<file path="src/rtl/ps2_frame_receiver.sv">
// ps2_frame_receiver
//   PS/2 keyboard receiver. Synchronises and de-glitches the PS/2 clock,
//   deserialises 11-bit frames (start, 8 data LSB first, odd parity, stop),
//   validates them and queues good scan codes in a small FIFO.
//
// Parameters
//   FILTER_LEN     : equal filtered samples needed to change the clock level (>=2)
//   FIFO_DEPTH     : scan-code FIFO entries (power of two, >=2)
//   TIMEOUT_CYCLES : clk cycles allowed between falling edges inside a frame
//   CHECK_PARITY   : 1 = reject frames with bad odd parity, 0 = ignore parity
//
// Ports
//   clk, reset_n   : system clock, asynchronous active-low reset
//   ps2c, ps2d     : raw PS/2 clock / data pins
//   rx_en          : allows a new frame to start
//   rd_en          : pop the FIFO head (ignored when empty)
//   dout           : FIFO head, 8'h00 when empty
//   empty, full    : FIFO status
//   count          : occupied FIFO entries
//   rx_done_tick   : pulse, good frame pushed
//   frame_err      : pulse, bad start or stop bit
//   parity_err     : pulse, odd-parity failure
//   overrun        : pulse, good frame dropped because the FIFO was full
//   timeout        : pulse, frame aborted by the watchdog
module ps2_frame_receiver #(
    parameter int FILTER_LEN     = 8,
    parameter int FIFO_DEPTH     = 4,
    parameter int TIMEOUT_CYCLES = 200000,
    parameter int CHECK_PARITY   = 1
) (
    input  logic                               clk,
    input  logic                               reset_n,
    input  logic                               ps2c,
    input  logic                               ps2d,
    input  logic                               rx_en,
    input  logic                               rd_en,
    output logic [7:0]                         dout,
    output logic                               empty,
    output logic                               full,
    output logic [$clog2(FIFO_DEPTH+1)-1:0]    count,
    output logic                               rx_done_tick,
    output logic                               frame_err,
    output logic                               parity_err,
    output logic                               overrun,
    output logic                               timeout
);

    localparam int PW = (FIFO_DEPTH > 1) ? $clog2(FIFO_DEPTH) : 1;
    localparam int CW = $clog2(FIFO_DEPTH + 1);
    localparam int WW = $clog2(TIMEOUT_CYCLES + 1);

    typedef enum logic [1:0] {
        S_IDLE,
        S_RX,
        S_CHECK
    } state_t;

    // ------------------------------------------------------------------
    // Synchronisers and clock filter
    // ------------------------------------------------------------------
    logic                  c_s1, c_s2, d_s1, d_s2;
    logic [FILTER_LEN-1:0] filt;
    logic                  filt_lvl, filt_lvl_next;
    logic                  fall_edge;

    always_ff @(posedge clk or negedge reset_n) begin
        if (!reset_n) begin
            c_s1     <= 1'b0;
            c_s2     <= 1'b0;
            d_s1     <= 1'b0;
            d_s2     <= 1'b0;
            filt     <= '0;
            filt_lvl <= 1'b0;
        end else begin
            c_s1     <= ps2c;
            c_s2     <= c_s1;
            d_s1     <= ps2d;
            d_s2     <= d_s1;
            filt     <= {c_s2, filt[FILTER_LEN-1:1]};
            filt_lvl <= filt_lvl_next;
        end
    end

    // Level only moves once the whole window agrees; mixed windows hold.
    always_comb begin
        filt_lvl_next = filt_lvl;
        if (filt == '1) begin
            filt_lvl_next = 1'b1;
        end else if (filt == '0) begin
            filt_lvl_next = 1'b0;
        end
    end

    assign fall_edge = filt_lvl & ~filt_lvl_next;

    // ------------------------------------------------------------------
    // Frame FSM
    // ------------------------------------------------------------------
    state_t          state, state_next;
    logic [10:0]     shreg, shreg_next;
    logic [3:0]      bit_cnt, bit_cnt_next;
    logic [WW-1:0]   wd, wd_next;
    logic            push;
    logic            bad_frame, bad_parity;

    always_ff @(posedge clk or negedge reset_n) begin
        if (!reset_n) begin
            state   <= S_IDLE;
            shreg   <= '0;
            bit_cnt <= '0;
            wd      <= '0;
        end else begin
            state   <= state_next;
            shreg   <= shreg_next;
            bit_cnt <= bit_cnt_next;
            wd      <= wd_next;
        end
    end

    assign bad_frame  = shreg[0] | ~shreg[10];
    assign bad_parity = (CHECK_PARITY != 0) && !(^shreg[9:1]);

    always_comb begin
        state_next   = state;
        shreg_next   = shreg;
        bit_cnt_next = bit_cnt;
        wd_next      = wd;
        push         = 1'b0;
        rx_done_tick = 1'b0;
        frame_err    = 1'b0;
        parity_err   = 1'b0;
        overrun      = 1'b0;
        timeout      = 1'b0;
        case (state)
            S_IDLE: begin
                if (fall_edge && rx_en) begin
                    shreg_next   = {d_s2, shreg[10:1]};
                    bit_cnt_next = 4'd10;
                    wd_next      = '0;
                    state_next   = S_RX;
                end
            end
            S_RX: begin
                if (fall_edge) begin
                    shreg_next   = {d_s2, shreg[10:1]};
                    bit_cnt_next = bit_cnt - 4'd1;
                    wd_next      = '0;
                    // Counter still reads 1 on the edge carrying the stop bit.
                    if (bit_cnt == 4'd1) begin
                        state_next = S_CHECK;
                    end
                end else if (wd == WW'(TIMEOUT_CYCLES - 1)) begin
                    timeout      = 1'b1;
                    shreg_next   = '0;
                    bit_cnt_next = '0;
                    wd_next      = '0;
                    state_next   = S_IDLE;
                end else begin
                    wd_next = wd + 1'b1;
                end
            end
            S_CHECK: begin
                frame_err  = bad_frame;
                parity_err = bad_parity;
                if (!bad_frame && !bad_parity) begin
                    // A pop in this same cycle frees the slot we need.
                    if (!full || rd_en) begin
                        push         = 1'b1;
                        rx_done_tick = 1'b1;
                    end else begin
                        overrun = 1'b1;
                    end
                end
                state_next = S_IDLE;
            end
            default: begin
                state_next = S_IDLE;
            end
        endcase
    end

    // ------------------------------------------------------------------
    // Scan-code FIFO
    // ------------------------------------------------------------------
    logic [7:0]    mem [FIFO_DEPTH];
    logic [PW-1:0] wr_ptr, rd_ptr;
    logic [CW-1:0] count_reg;
    logic          pop;

    assign pop   = rd_en && !empty;
    assign empty = (count_reg == '0);
    assign full  = (count_reg == CW'(FIFO_DEPTH));
    assign count = count_reg;
    assign dout  = empty ? 8'h00 : mem[rd_ptr];

    always_ff @(posedge clk or negedge reset_n) begin
        if (!reset_n) begin
            wr_ptr    <= '0;
            rd_ptr    <= '0;
            count_reg <= '0;
        end else begin
            if (push) begin
                wr_ptr <= wr_ptr + 1'b1;
            end
            if (pop) begin
                rd_ptr <= rd_ptr + 1'b1;
            end
            case ({push, pop})
                2'b10:   count_reg <= count_reg + 1'b1;
                2'b01:   count_reg <= count_reg - 1'b1;
                default: count_reg <= count_reg;
            endcase
        end
    end

    always_ff @(posedge clk) begin
        if (push) begin
            mem[wr_ptr] <= shreg[8:1];
        end
    end

endmodule

</file>
<file path="config.mk">
export PLATFORM = sky130hd
export DESIGN_NAME = ps2_frame_receiver
export DESIGN_NICKNAME = d
export VERILOG_FILES = /design/src/rtl/ps2_frame_receiver.sv
export SDC_FILE = /design/constraint.sdc
export NUM_CORES = 1
export LEC_CHECK = 0
export ABC_AREA = 0
export CORE_MARGIN = 8
export CORE_UTILIZATION = 59
export CTS_BUF_LIST = sky130_fd_sc_hd__clkbuf_4 sky130_fd_sc_hd__clkbuf_8 sky130_fd_sc_hd__clkbuf_16
export DETAILED_ROUTE_END_ITERATION = 7
export GPL_ROUTABILITY_DRIVEN = 0
export PLACE_DENSITY = 0.89
export SYNTH_ARGS = -nofsm -noshare
export SYNTH_HDL_FRONTEND = slang
export SYNTH_SLANG_ARGS = --single-unit
</file>
<file path="constraint.sdc">
create_clock -name clk -period 3.6 [get_ports clk]
set_clock_uncertainty 0.15 [all_clocks]
set_input_delay 1.08 -clock clk [delete_from_list [all_inputs] [get_ports clk]]
set_output_delay 1.08 -clock clk [all_outputs]
set_load 0.01 [all_outputs]
</file>
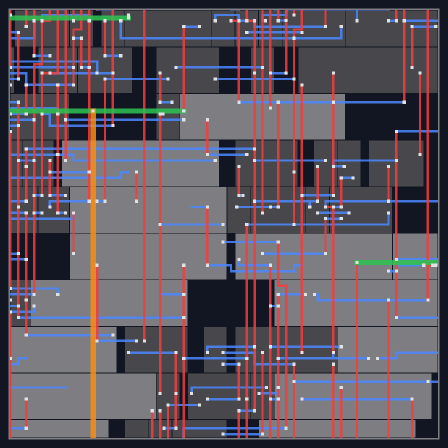
**Above:** run 1 (close-up of the layout).
Region (37, 37) to (62, 62) um. Cells in gray, sequential cells in the stronger gray; small squares are vias.
- green: met3
- orange: met4
- blue: met1
- red: met2
- most frequent: dfrtp_1 (8), nand2_1 (7), mux2i_1 (6)
- netlist names of flops here include: shreg (5), wd (3), mem (2)
- cells with their middle in the window: 45
- sequential cells in the window: 11

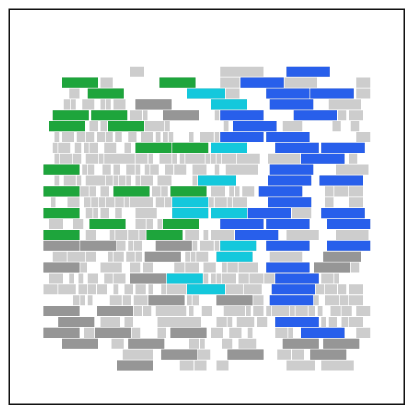
**Above:** run 1 (sequential cells colored by netlist name).
Scale: 4 px per um. Other sequential cells in the stronger gray, the rest of the logic in the fainter gray.
- blue: mem (flops 32)
- cyan: shreg (flops 11)
- green: wd (flops 18)
- not colored: 26

==> run summary, run 1 <==
impl run done, here's what came out: final WL between 7000 and 8000 um, fin crit share a little over nine tenths, R2R Setup Slk approximately 0.7 ns, layout cells sized above 1 15.64%, WHS Endpoint d_s2$_DFF_PN0_, metal3 WL 300 um, # resized after CTS 7, CP top delay family XOR/XNOR gates, YS chip area 0.004005 sq mm, AND/OR/NAND/NOR Cells, Area Fraction between 15 and 20%, CTS Buf Count 9, fin nets 368, die x size between 90 and 100 um, AO/OA Area Share 4.873%, Area leader share 34.36%, Final Max Tran Viols 0, Crit path largest cell delay 0.46 ns, status finished clean, Worst-path clk slew 0.08 ns, GR Overflow Total 0, CP Cell Sequence xnor2_1, xnor3_1, xnor2_2, buf_4, nor3b_1, dlygate4sd2_1
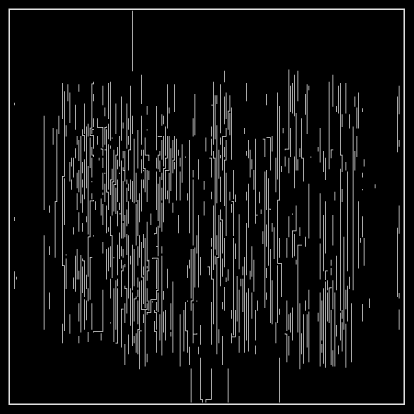
**Above:** run 1 (the metal 2 layer).
Scale: 4 px per um.
- nets with wire on the layer: 314
- wire length on this layer: 3,740 um
- main direction: vertical
- share of all routed wire: 51%
- longest straight run: 40.8 um

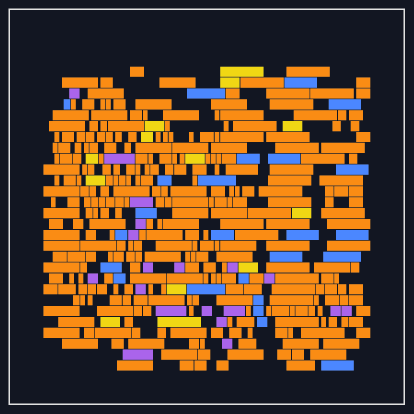
**Above:** run 1 (sizing map).
Scale: 4 px per um.
- blue: drive 2 (cells 24; most used mux4_2)
- purple: drive 3 to 4 (cells 19; most used buf_4)
- orange: drive 1 or less (cells 302; most used dfrtp_1)
- yellow: drive 6 and up (cells 13; most used clkbuf_8)

-- run 1: area by class of cell --
class                   instances  area (sq um)  share of cell area (%)
flip-flops and latches         87          2342                   51.09
multi-input cells             198          1528                   33.32
repair buffers                 34         304.0                   6.632
clock buffers                  10         131.4                   2.866
well taps                      80         100.1                   2.183
clock inverters                 6         92.59                   2.020
inverters                      23         86.33                   1.883
-- run 1: cells in the final DEF (no fill, tap or decap), types with 11 or more instances in the layout --
cell type and n:
mux2i_1 12, nor2b_1 11, nor2_1 25, edfxtp_1 32, nand2_1 25, clkdlybuf4s50_1 19, inv_1 23, buf_4 11
xnor2_1 19, dfrtp_1 51
-- run 1: where the power goes --
part | total (mW) | internal, mW | switching, mW
sequential | 1.27 | 1.11 | 0.157
clock | 0.756 | 0.403 | 0.353
combinational | 0.514 | 0.290 | 0.224
==> inputs of run 2 (changes only) <==
Settings changed: CTS_CLUSTER_SIZE set to 24.
Clock period 3.6 ns to 3.3 ns, I/O delays scaled along.
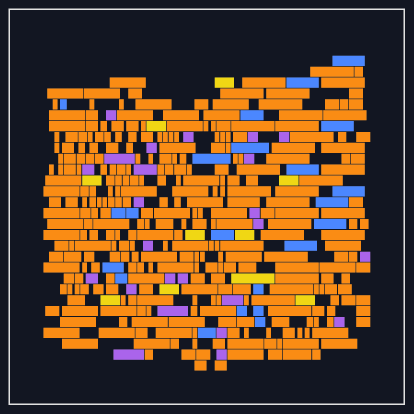
**Above:** run 2 (sizing map).
Scale: 4 px per um.
- orange: drive 1 or less (cells 306; most used dfrtp_1)
- blue: drive 2 (cells 22; most used mux4_2)
- purple: drive 3 to 4 (cells 24; most used buf_4)
- yellow: drive 6 and up (cells 10; most used clkbuf_8)

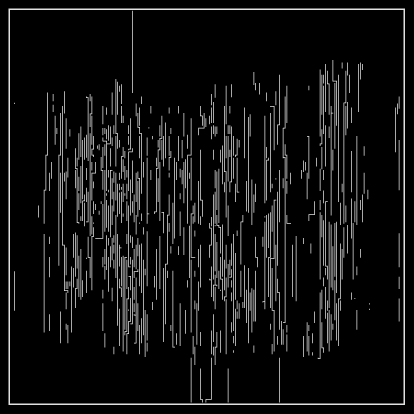
**Above:** run 2 (the metal 2 layer).
Scale: 4 px per um.
- share of all routed wire: 52%
- main direction: vertical
- wire length on this layer: 3,730 um
- nets with wire on the layer: 319

==> run 2 against run 1 <==
  * Combinational power is 14% higher
  * Final area stayed put
  * Sequential share of layout area shrank 0.055 points
  * Die area unchanged
  * Via count is 1.1% higher
  * Power up 4.4%
  * Critical path depth fell by 2
  * Clock-buffer cell count stayed put
  * Critical path type is now in2out
  * Critical endpoint is now rx_done_tick
==> run summary, run 2 <==
impl run done, here's what came out: MI comb cells 198 (unchanged), largest power group registers, Buffers, non-clock 38 (+12%), Worst-path clk slew 0.08 ns (about the same), FF/Latch Area 0.002340 sq mm (-0.11%), CP Cell Sequence clkdlybuf4s50_1, nand2b_1, and3b_1, dlygate4sd2_1, sequential power share 50.8% (+0.9 points), AND/OR/NAND/NOR Cells, Area Fraction 15.56% (unchanged), status finished clean, Top Layout Cells dfrtp_1, edfxtp_1, nor2_1, nand2_1, inv_1, die x size 98.39 um (unchanged), R2R Setup Slk 0.50 ns (-0.21 ns), Area leader share 34.36% (unchanged), flop share of the area 51.04% (-0.055 points), P_sw 0.7674 mW (+4.6%), Tap Cells 80 (unchanged), final WL 7132 um (-2.4%), Logic pwr share 22.0% (+1.7 points), Power Clock 0.720 mW (-4.8%), Leading cell kind flip-flops and latches
## run 2: cell counts after synthesis
No cell type changed its count.
## run 2: routing by layer
layer | GRT usage [%] | share of wire, %
met5 | 0 | 0
met4 | 8.146 | 1.3
met3 | 4.552 | 4.5
met2 | 27.37 | 52
met1 | 17.67 | 42
## run 2: cell families (layout without fill, tap and decap cells)
family | after synthesis | in the layout
mux | 21 | 21
simple gates | 114 | 114
xor+xnor | 25 | 25
buf+inv | 36 | 77
compound gates | 29 | 29
flops | 87 | 87
fa+ha+maj | 9 | 9
## run 2: repair_timing
action,in CTS,in global routing
hold buffers,0,0
pin swaps,4,2
cloned,0,0
setup buffers,1,1
endpoints found under the setup margin,4,2
gates resized,10,2
==> inputs of run 3 (changes only) <==
Settings changed: CAP_MARGIN set to 20, CORE_UTILIZATION 59 to 52, PLACE_DENSITY 0.89 to 0.81, SLEW_MARGIN set to 10.
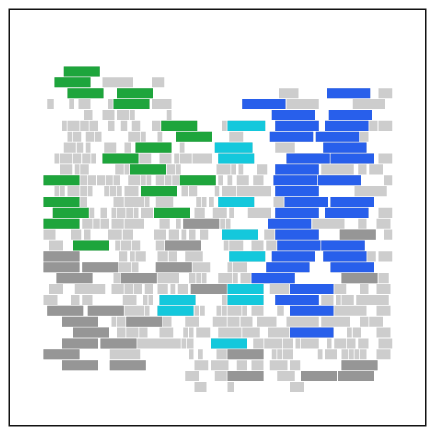
**Above:** run 3 (sequential cells colored by netlist name).
Scale: 4 px per um. Other sequential cells in the stronger gray, the rest of the logic in the fainter gray.
- cyan: shreg (flops 11)
- green: wd (flops 18)
- blue: mem (flops 32)

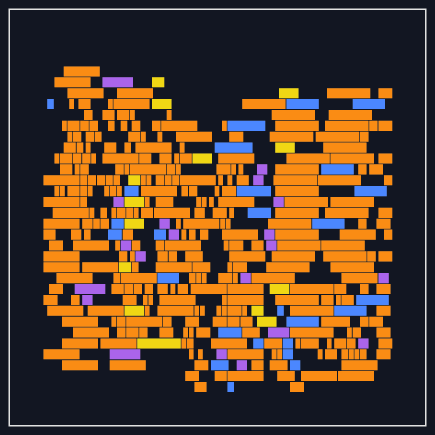
**Above:** run 3 (sizing map).
Scale: 4 px per um.
- blue: drive 2 (cells 26; most used mux4_2)
- yellow: drive 6 and up (cells 14; most used clkbuf_8)
- orange: drive 1 or less (cells 302; most used dfrtp_1)
- purple: drive 3 to 4 (cells 20; most used buf_4)

==> run 3 against run 2 <==
  * Combinational power about the same
  * Hold slack better by 0.0069 ns
  * Die area up 11%
  * Clock power up 4.3%
  * Sequential cell count unchanged
  * Cell count up 5.0%
  * First-iteration DRC count down 30%
  * Sequential power about the same
  * Maximum frequency up 1.1%
  * Clock-buffer cell count down 1
  * Synthesized area unchanged
  * Critical endpoint is now dout[2]
  * Largest power group unchanged
==> run summary, run 3 <==
impl run done, here's what came out: status finished clean, final hold violations 0, Buffers, non-clock 38 (unchanged), floorplan utilization 52.65%, met2 GRT Util 23.65% (-3.7 points), Post-Route M1 WL 3019 um (+0.90%), met1 global-route usage 16.48% (-1.2 points), R2R Setup Slk 0.40 ns (-0.10 ns), Logic pwr share 21.8% (-0.2 points), FF/Latch Area 0.002340 sq mm (unchanged), Area leader share 34.36% (unchanged), die x size 103.8 um (+5.5%), Worst-path clk slew 0.09 ns (about the same), flop share of the area 50.75% (-0.29 points), vias in the first global route ~2,500, ys async rst share 63.22%, Met2 Wirelength 3598 um (-3.5%), final WL 6948 um (-2.6%), post-route DRC violation count 0, Leading cell kind flip-flops and latches, pin count of the biggest net entering global routing 34, 1st-iter DRT viols slightly below 90, MI comb cells 198 (unchanged), sequential power share 50.1% (-0.7 points), Final Total Pwr around 2.7 mW, GR peak layer met2, Top Layout Cells dfrtp_1, edfxtp_1, nor2_1, nand2_1, inv_1, Insertion Delay late pin 0.35 ns, top sig layer met4, Power Clock 0.751 mW (+4.3%), YS chip area 0.004005 sq mm, cell count after synthesis 321, metal3 WL 273 um (-14%), GR Layer Usage met3 3.656% (-0.90 points), CP Cell Sequence buf_4, mux4_2, nor2b_1, clkdlybuf4s50_1, largest power group registers, Tap Cells 102 (+28%), Net Sw Frac between 20% and 30%, Cell Area, Synth 0.004005 sq mm
==> run 3: cell counts after synthesis <==
No cell type changed its count.
==> run 3: worst max path at each step <==
stage                                     start                    to  slack, ns  cells after the start
after floorplan                           rd_en  count[2]$_DFFE_PN0P_       0.63                     10
after global placement                    rd_en               overrun      -0.22                      4
after detailed placement                  rd_en               overrun      -0.22                      4
after CTS                  shreg[4]$_DFFE_PN0P_               overrun      0.006                      5
after global routing       shreg[6]$_DFFE_PN0P_               overrun      -0.03                      5
final                     rd_ptr[0]$_DFFE_PN0P_               dout[2]        0.1                      4
==> run 3: repair_timing <==
action | CTS | global route
setup endpoints to repair | 4 | 2
hold buffers | 0 | 0
gates cloned | 0 | 0
setup buffers | 1 | 1
resized | 10 | 4
pin swaps | 4 | 3
Power and IR drop assume default switching activity.
